[config.mk]
export PLATFORM = sky130hd
export DESIGN_NAME = alu_issue_ctrl_flat
export DESIGN_NICKNAME = d
export VERILOG_FILES = /design/src/rtl/alu_issue_ctrl_if.sv /design/src/rtl/alu_issue_ctrl.sv /design/src/flat_wrapper.sv
export SDC_FILE = /design/constraint.sdc
export NUM_CORES = 1
export LEC_CHECK = 0
export CELL_PAD_IN_SITES_DETAIL_PLACEMENT = 1
export CELL_PAD_IN_SITES_GLOBAL_PLACEMENT = 2
export CORE_AREA = 3 3 103 96
export DETAILED_ROUTE_END_ITERATION = 10
export DIE_AREA = 0 0 106 99
export PLACE_DENSITY = 0.88
export SLEW_MARGIN = 10
export SYNTH_ARGS = -nofsm -noshare
export SYNTH_HDL_FRONTEND = slang
export SYNTH_SLANG_ARGS = --single-unit
[constraint.sdc]
create_clock -name clk -period 3.1 [get_ports clk]
set_input_delay 0.62 -clock clk [delete_from_list [all_inputs] [get_ports clk]]
set_output_delay 0.62 -clock clk [all_outputs]
set_load 0.03 [all_outputs]
[src/rtl/alu_issue_ctrl_if.sv]
// Handshake bundle for the ALU issue stage: instruction in, result out.
interface alu_issue_ctrl_if #(
    parameter int DATA_W = 8
);
    logic              instr_valid;
    logic              instr_ready;
    logic [15:0]       instr;
    logic              out_valid;
    logic              out_ready;
    logic [DATA_W-1:0] out_result;
    logic [1:0]        out_rd;
    logic              out_zero;
    logic              out_illegal;

    modport master (
        output instr_valid, instr, out_ready,
        input  instr_ready, out_valid, out_result,
        input  out_rd, out_zero, out_illegal
    );

    modport slave (
        input  instr_valid, instr, out_ready,
        output instr_ready, out_valid, out_result,
        output out_rd, out_zero, out_illegal
    );
endinterface

[src/rtl/alu_issue_ctrl.sv]
// Issue/writeback stage around an external combinational ALU.
// Three-state sequencer: IDLE accept, EXEC capture/writeback, DONE drain.
module alu_issue_ctrl #(
    parameter int                DATA_W    = 8,
    parameter int                REG_CNT   = 4,
    parameter logic [DATA_W-1:0] RESET_VAL = '0
) (
    input  logic              clk,
    input  logic              rst_n,
    alu_issue_ctrl_if.slave   bus,
    output logic [2:0]        alu_opcode,
    output logic [DATA_W-1:0] alu_a,
    output logic [DATA_W-1:0] alu_b,
    input  logic [DATA_W-1:0] alu_result,
    input  logic [1:0]        dbg_addr,
    output logic [DATA_W-1:0] dbg_data
);
    localparam logic [1:0] IDLE = 2'd0;
    localparam logic [1:0] EXEC = 2'd1;
    localparam logic [1:0] DONE = 2'd2;

    logic [1:0]        state;
    logic [1:0]        rd;
    logic [DATA_W-1:0] rf [REG_CNT];

    logic [1:0] ra;
    logic [1:0] rb;
    logic       imm_sel;
    logic       accept;
    logic       illegal;

    assign ra      = bus.instr[10:9];
    assign rb      = bus.instr[1:0];
    assign imm_sel = bus.instr[8];

    assign bus.instr_ready = (state == IDLE);
    assign accept          = bus.instr_valid && bus.instr_ready;
    assign illegal         = alu_opcode[2] && alu_opcode[1];

    // Same-cycle writes land at the edge, so this naturally returns the old value.
    assign dbg_data = rf[dbg_addr];

    always_ff @(posedge clk or negedge rst_n) begin
        if (!rst_n) begin
            state           <= IDLE;
            rd              <= '0;
            alu_opcode      <= '0;
            alu_a           <= '0;
            alu_b           <= '0;
            bus.out_valid   <= 1'b0;
            bus.out_result  <= '0;
            bus.out_rd      <= '0;
            bus.out_zero    <= 1'b0;
            bus.out_illegal <= 1'b0;
            for (int i = 0; i < REG_CNT; i++) begin
                rf[i] <= RESET_VAL;
            end
        end else begin
            unique case (state)
                IDLE: begin
                    if (accept) begin
                        alu_opcode <= bus.instr[15:13];
                        alu_a      <= rf[ra];
                        alu_b      <= imm_sel ? DATA_W'(bus.instr[7:0])
                                              : rf[rb];
                        rd         <= bus.instr[12:11];
                        state      <= EXEC;
                    end
                end
                EXEC: begin
                    bus.out_result  <= alu_result;
                    bus.out_rd      <= rd;
                    bus.out_zero    <= (alu_result == '0);
                    bus.out_illegal <= illegal;
                    bus.out_valid   <= 1'b1;
                    if (!illegal) begin
                        rf[rd] <= alu_result;
                    end
                    state <= DONE;
                end
                DONE: begin
                    if (bus.out_ready) begin
                        bus.out_valid <= 1'b0;
                        state         <= IDLE;
                    end
                end
                default: begin
                    state <= IDLE;
                end
            endcase
        end
    end
endmodule

[src/flat_wrapper.sv]
// flat-port wrapper written by rule: the top's interface ports become plain ports
module alu_issue_ctrl_flat 
#(
    parameter int                DATA_W    = 8,
    parameter int                REG_CNT   = 4,
    parameter logic [DATA_W-1:0] RESET_VAL = '0
)
  (clk, rst_n, alu_opcode, alu_a, alu_b, alu_result, dbg_addr, dbg_data, bus_instr_valid, bus_instr, bus_out_ready, bus_instr_ready, bus_out_valid, bus_out_result, bus_out_rd, bus_out_zero, bus_out_illegal);
  alu_issue_ctrl_if #(.DATA_W(DATA_W)) bus_i ();
  input  logic clk;
  input  logic rst_n;
  output logic [2:0] alu_opcode;
  output logic [DATA_W-1:0] alu_a;
  output logic [DATA_W-1:0] alu_b;
  input  logic [DATA_W-1:0] alu_result;
  input  logic [1:0] dbg_addr;
  output logic [DATA_W-1:0] dbg_data;
  input wire logic [$bits(bus_i.instr_valid)-1:0] bus_instr_valid;
  input wire logic [$bits(bus_i.instr)-1:0] bus_instr;
  input wire logic [$bits(bus_i.out_ready)-1:0] bus_out_ready;
  output wire logic [$bits(bus_i.instr_ready)-1:0] bus_instr_ready;
  output wire logic [$bits(bus_i.out_valid)-1:0] bus_out_valid;
  output wire logic [$bits(bus_i.out_result)-1:0] bus_out_result;
  output wire logic [$bits(bus_i.out_rd)-1:0] bus_out_rd;
  output wire logic [$bits(bus_i.out_zero)-1:0] bus_out_zero;
  output wire logic [$bits(bus_i.out_illegal)-1:0] bus_out_illegal;
  assign bus_i.instr_valid = bus_instr_valid;
  assign bus_i.instr = bus_instr;
  assign bus_i.out_ready = bus_out_ready;
  assign bus_instr_ready = bus_i.instr_ready;
  assign bus_out_valid = bus_i.out_valid;
  assign bus_out_result = bus_i.out_result;
  assign bus_out_rd = bus_i.out_rd;
  assign bus_out_zero = bus_i.out_zero;
  assign bus_out_illegal = bus_i.out_illegal;
  alu_issue_ctrl #(.DATA_W(DATA_W), .REG_CNT(REG_CNT), .RESET_VAL(RESET_VAL)) u_core (.clk(clk), .rst_n(rst_n), .bus(bus_i), .alu_opcode(alu_opcode), .alu_a(alu_a), .alu_b(alu_b), .alu_result(alu_result), .dbg_addr(dbg_addr), .dbg_data(dbg_data));
endmodule
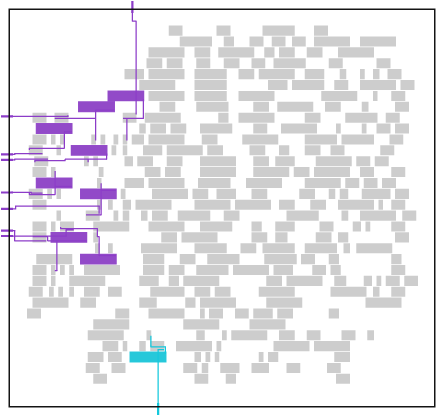
Figure 1: I/O nets highlighted.
Drawn at 4 px/µm.
port	colour	direction	end cells	buffers	wire
bus_out_illegal	cyan	output	1	1	23.2 µm
bus_out_result	purple	output	8	8	266 µm
Buffers on Ports: 70
I/O Pins: 71

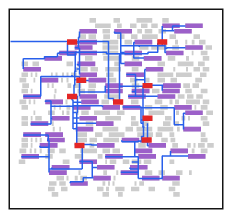
Figure 2: clock network drawn from the DEF.
Drawn at 2 px/µm.
[clock wires] blue | length: 938 µm
[clock-net drivers] red | count: 9
[flip-flops] purple | count: 68
routed clock nets	10
flops lie	spread over the die
Latency at later pin: 0.35 ns
clock share of power: 15.0%

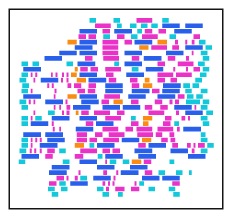
Figure 3: placement by cell class.
Drawn at 2 px/µm.
class	colour	cells
remaining logic cells	magenta	150
remaining buffers and delay cells	cyan	78
clock drivers and dummy loads	orange	16
registers	blue	68
Core Area: 0.008919 mm²
final core occ: 48.08%

layout make-up:
| class | count | area, µm² |
|---|---|---|
| Sequential cell | 68 | 1702 |
| Fill cell | 962 | 4631 |
| Multi-Input combinational cell | 149 | 1485 |
| Timing Repair Buffer | 78 | 758.2 |
| Tap cell | 122 | 152.6 |
| Inverter | 1 | 3.754 |
| Clock inverter | 5 | 35.03 |
| Clock buffer | 11 | 151.4 |
worst paths after layout:
path                                                  to                startpoint  depth (start not counted)  slack, ns
worst min register to register  u_core.bus.out_result[5]  u_core.bus.out_result[5]                          2       0.49
worst min-delay path                u_core.bus.out_valid                     rst_n                          1       0.11
min in group clk                u_core.bus.out_result[5]  u_core.bus.out_result[5]                          2       0.49
max in group asynchronous       u_core.bus.out_result[6]                     rst_n                          3       1.89
worst max register to register             u_core.rf[29]           u_core.state[1]                          3       1.22
worst max-delay path                         dbg_data[1]               dbg_addr[0]                          4       0.07
kinds of logic after synthesis:
| family | Yosys count | synth area share, % |
|---|---|---|
| AOI/OAI and AO/OA | 13 | 2.226 |
| buffers and inverters | 16 | 2.417 |
| DFF | 68 | 52.19 |
| muxes | 77 | 33.85 |
| and+or+nand+nor | 59 | 9.325 |
worst max-delay path, cell delays in order:
cell	delay [ns]
clkdlybuf4s50_1	0.51
buf_12	0.16
mux4_2	0.51
clkdlybuf4s50_1	0.61
power groups by stage:
stage,sequential [W],combinational [W],clock (W)
5_1_grt,0.00178,0.00235,0.000747
2_1_floorplan,0.00198,0.00111,0
3_5_place_dp,0.00172,0.00222,0
4_1_cts,0.00170,0.00223,0.000708
6_report,0.00170,0.00220,0.000689
3_3_place_gp,0.00168,0.00217,0
sequential cells by signal (all words and copies together), names as in the netlist:
register,flops
u_core.alu_a,8
u_core.alu_b,8
u_core.alu_opcode,3
u_core.bus.out_illegal,1
u_core.bus.out_rd,2
u_core.bus.out_result,8
u_core.bus.out_valid,1
u_core.bus.out_zero,1
u_core.rd,2
u_core.rf,32
u_core.state,2
stage by stage:
stage	hold WS (ns)	instances	area (µm²)	util, %	setup slack, ns
3_5_place_dp	0.4719	418	4101	45.99	0.06783
5_1_grt	0.1127	434	4288	48.08	0.03455
2_1_floorplan	0.3244	233	3261	-	0.9962
6_report	0.1095	434	4288	48.08	0.06992
3_3_place_gp	0.4588	418	4101	45.99	0.07439
4_1_cts	0.1029	434	4288	48.08	0.06683
layer usage:
layer | up-vias | share of wire [%] | GRT usage, %
li1 | 998 | - | -
met1 | 1169 | 48 | 22.99
met2 | 60 | 47 | 26.27
met3 | 16 | 4.1 | 3.864
met4 | 0 | 1.6 | 6.673
met5 | - | 0 | 0
==> deck_impl_summary.md <==
Physical Implementation Snapshot

Status
  – Outcome: finished clean

Power and ir drop
  – Lkg Pwr: about 1.8 nW
  – Comb pwr share: a little under half
  – Sequential Power Share: a little under two fifths
  – NetSw: around 0.0018 W
  – P per Cell Area: between 1000 and 1500 mW/mm²
  – Tot Pwr: around 0.0046 W
  – Switch share: about two fifths
  – Peak VDD IR: around 0.42 mV
  – Internal Pwr Total: between 0.002 and 0.003 W

GRT
  – First-pass GRT wire length: 13570 µm
  – GRT Overall Usage: 16.85%
  – Initial antenna violation count: 0
  – Vias in the first global route: roughly 2400
  – Overflow after GRT: 0
  – Largest net degree at the start of global routing: 39

Detailed routing
  – Overall routed net length: 8226 µm
  – DRT iter0 DRCs: 67
  – TritonRoute pass-1 iters: 4
  – Number of remaining DRC errors: 0
  – Antenna-violating nets left: 0
  – Vias per cell: a little over 5
  – DR vias: approximately 2200
  – Wirelength per Cell: 18.95 µm

Yosys
  – Gate count after technology mapping: 233
  – YS warnings: 0
  – Post-synth area hogs: dfrtp_1, mux2_2, mux4_2, nand2_1, mux2i_1
  – Synthesized area: ~0.0033 mm²
  – Sequential area share after synthesis: between 50 and 60%
  – Syn Area/Cell: 13.99 µm²
  – Count leader, synth: dfrtp_1
  – Async S/R FF share, synth: 100.0%
  – Most used flip-flop cell: dfrtp_1
  – Yosys reg bits: just under 70
  – Yosys cell types: 26
  – Cell type with the largest total area: dfrtp_1
  – Most frequent cells after synthesis: dfrtp_1, mux2_2, nand2_1, mux4_2, nor2_1
  – Nets at Floorplan: roughly 260
  – Yosys cell count: between 200 and 250
  – Flip-flops with a built-in enable: 0
  – Synthesis area per yosys: between 0.003 and 0.004 mm²
  – Top cell area share: 52.19%

Final timing
  – Worst Skew: 0.01259 ns
  – Setup violators final: 0
  – Unrepaired setup endpoints after global routing: no
  – Max Slew Vio Count: 0
  – Slew headroom: between 50% and 60%
  – Cycle use final: 97.74%
  – Worst Max-Slew Pin Slew: 0.7102 ns
  – TNS Setup: 0 ns
  – Final Hold Viols: 0
  – Min cycle time layout: just over 3 ns
  – Max Fclk: roughly 330 MHz

Clock tree
  – CTS max path bufs: 2
  – Cts bufs inserted: 9
  – Post-CTS repair timing setup buffer count: 0
  – H-tree depth: 3
  – Hold Buf Count CTS: 0
  – Sink Count: 68
  – Reg clk slew, reported paths: 0.08 ns
  – CTS tree: built
  – Clk root buf: clkbuf_8
  – Post-CTS Resized: 0

Place
  – Gpl congestion: ~0.76
  – HPWL Detailed: just under 6000 µm

Cells and area
  – Area grow syn2layout: 31.50%
  – Share of cells above drive strength 1: between 30% and 40%
  – N_diodes: 0
  – Dominant logic cell type in the layout: dfrtp_1
  – Layout Nets: approximately 340
  – Top Layout Cells: dfrtp_1, clkdlybuf4s50_1, mux2_2

Min path
  – Worst hold path class: input port to async pin

Flow run
  – Max-cap viol count: 0
  – Log Warnings: 26

Worst setup path
  – Worst setup EP type: output pin
  – Endpoint arrival time on the critical path: ~2.4 ns
  – Startpoint Class: input port
  – CP Class: input port to output pin
  – WP data required: ~2.5 ns
  – Worst Path Max Fanout: 8

Floorplanning
  – Area of the die: between 0.01 and 0.015 mm²
  – Die width: between 100 and 150 µm
  – Height of the die: about 100 µm
  – Rows: 33
  – Fp_density: approximately 37%
Power is estimated from default activity; no workload was simulated.
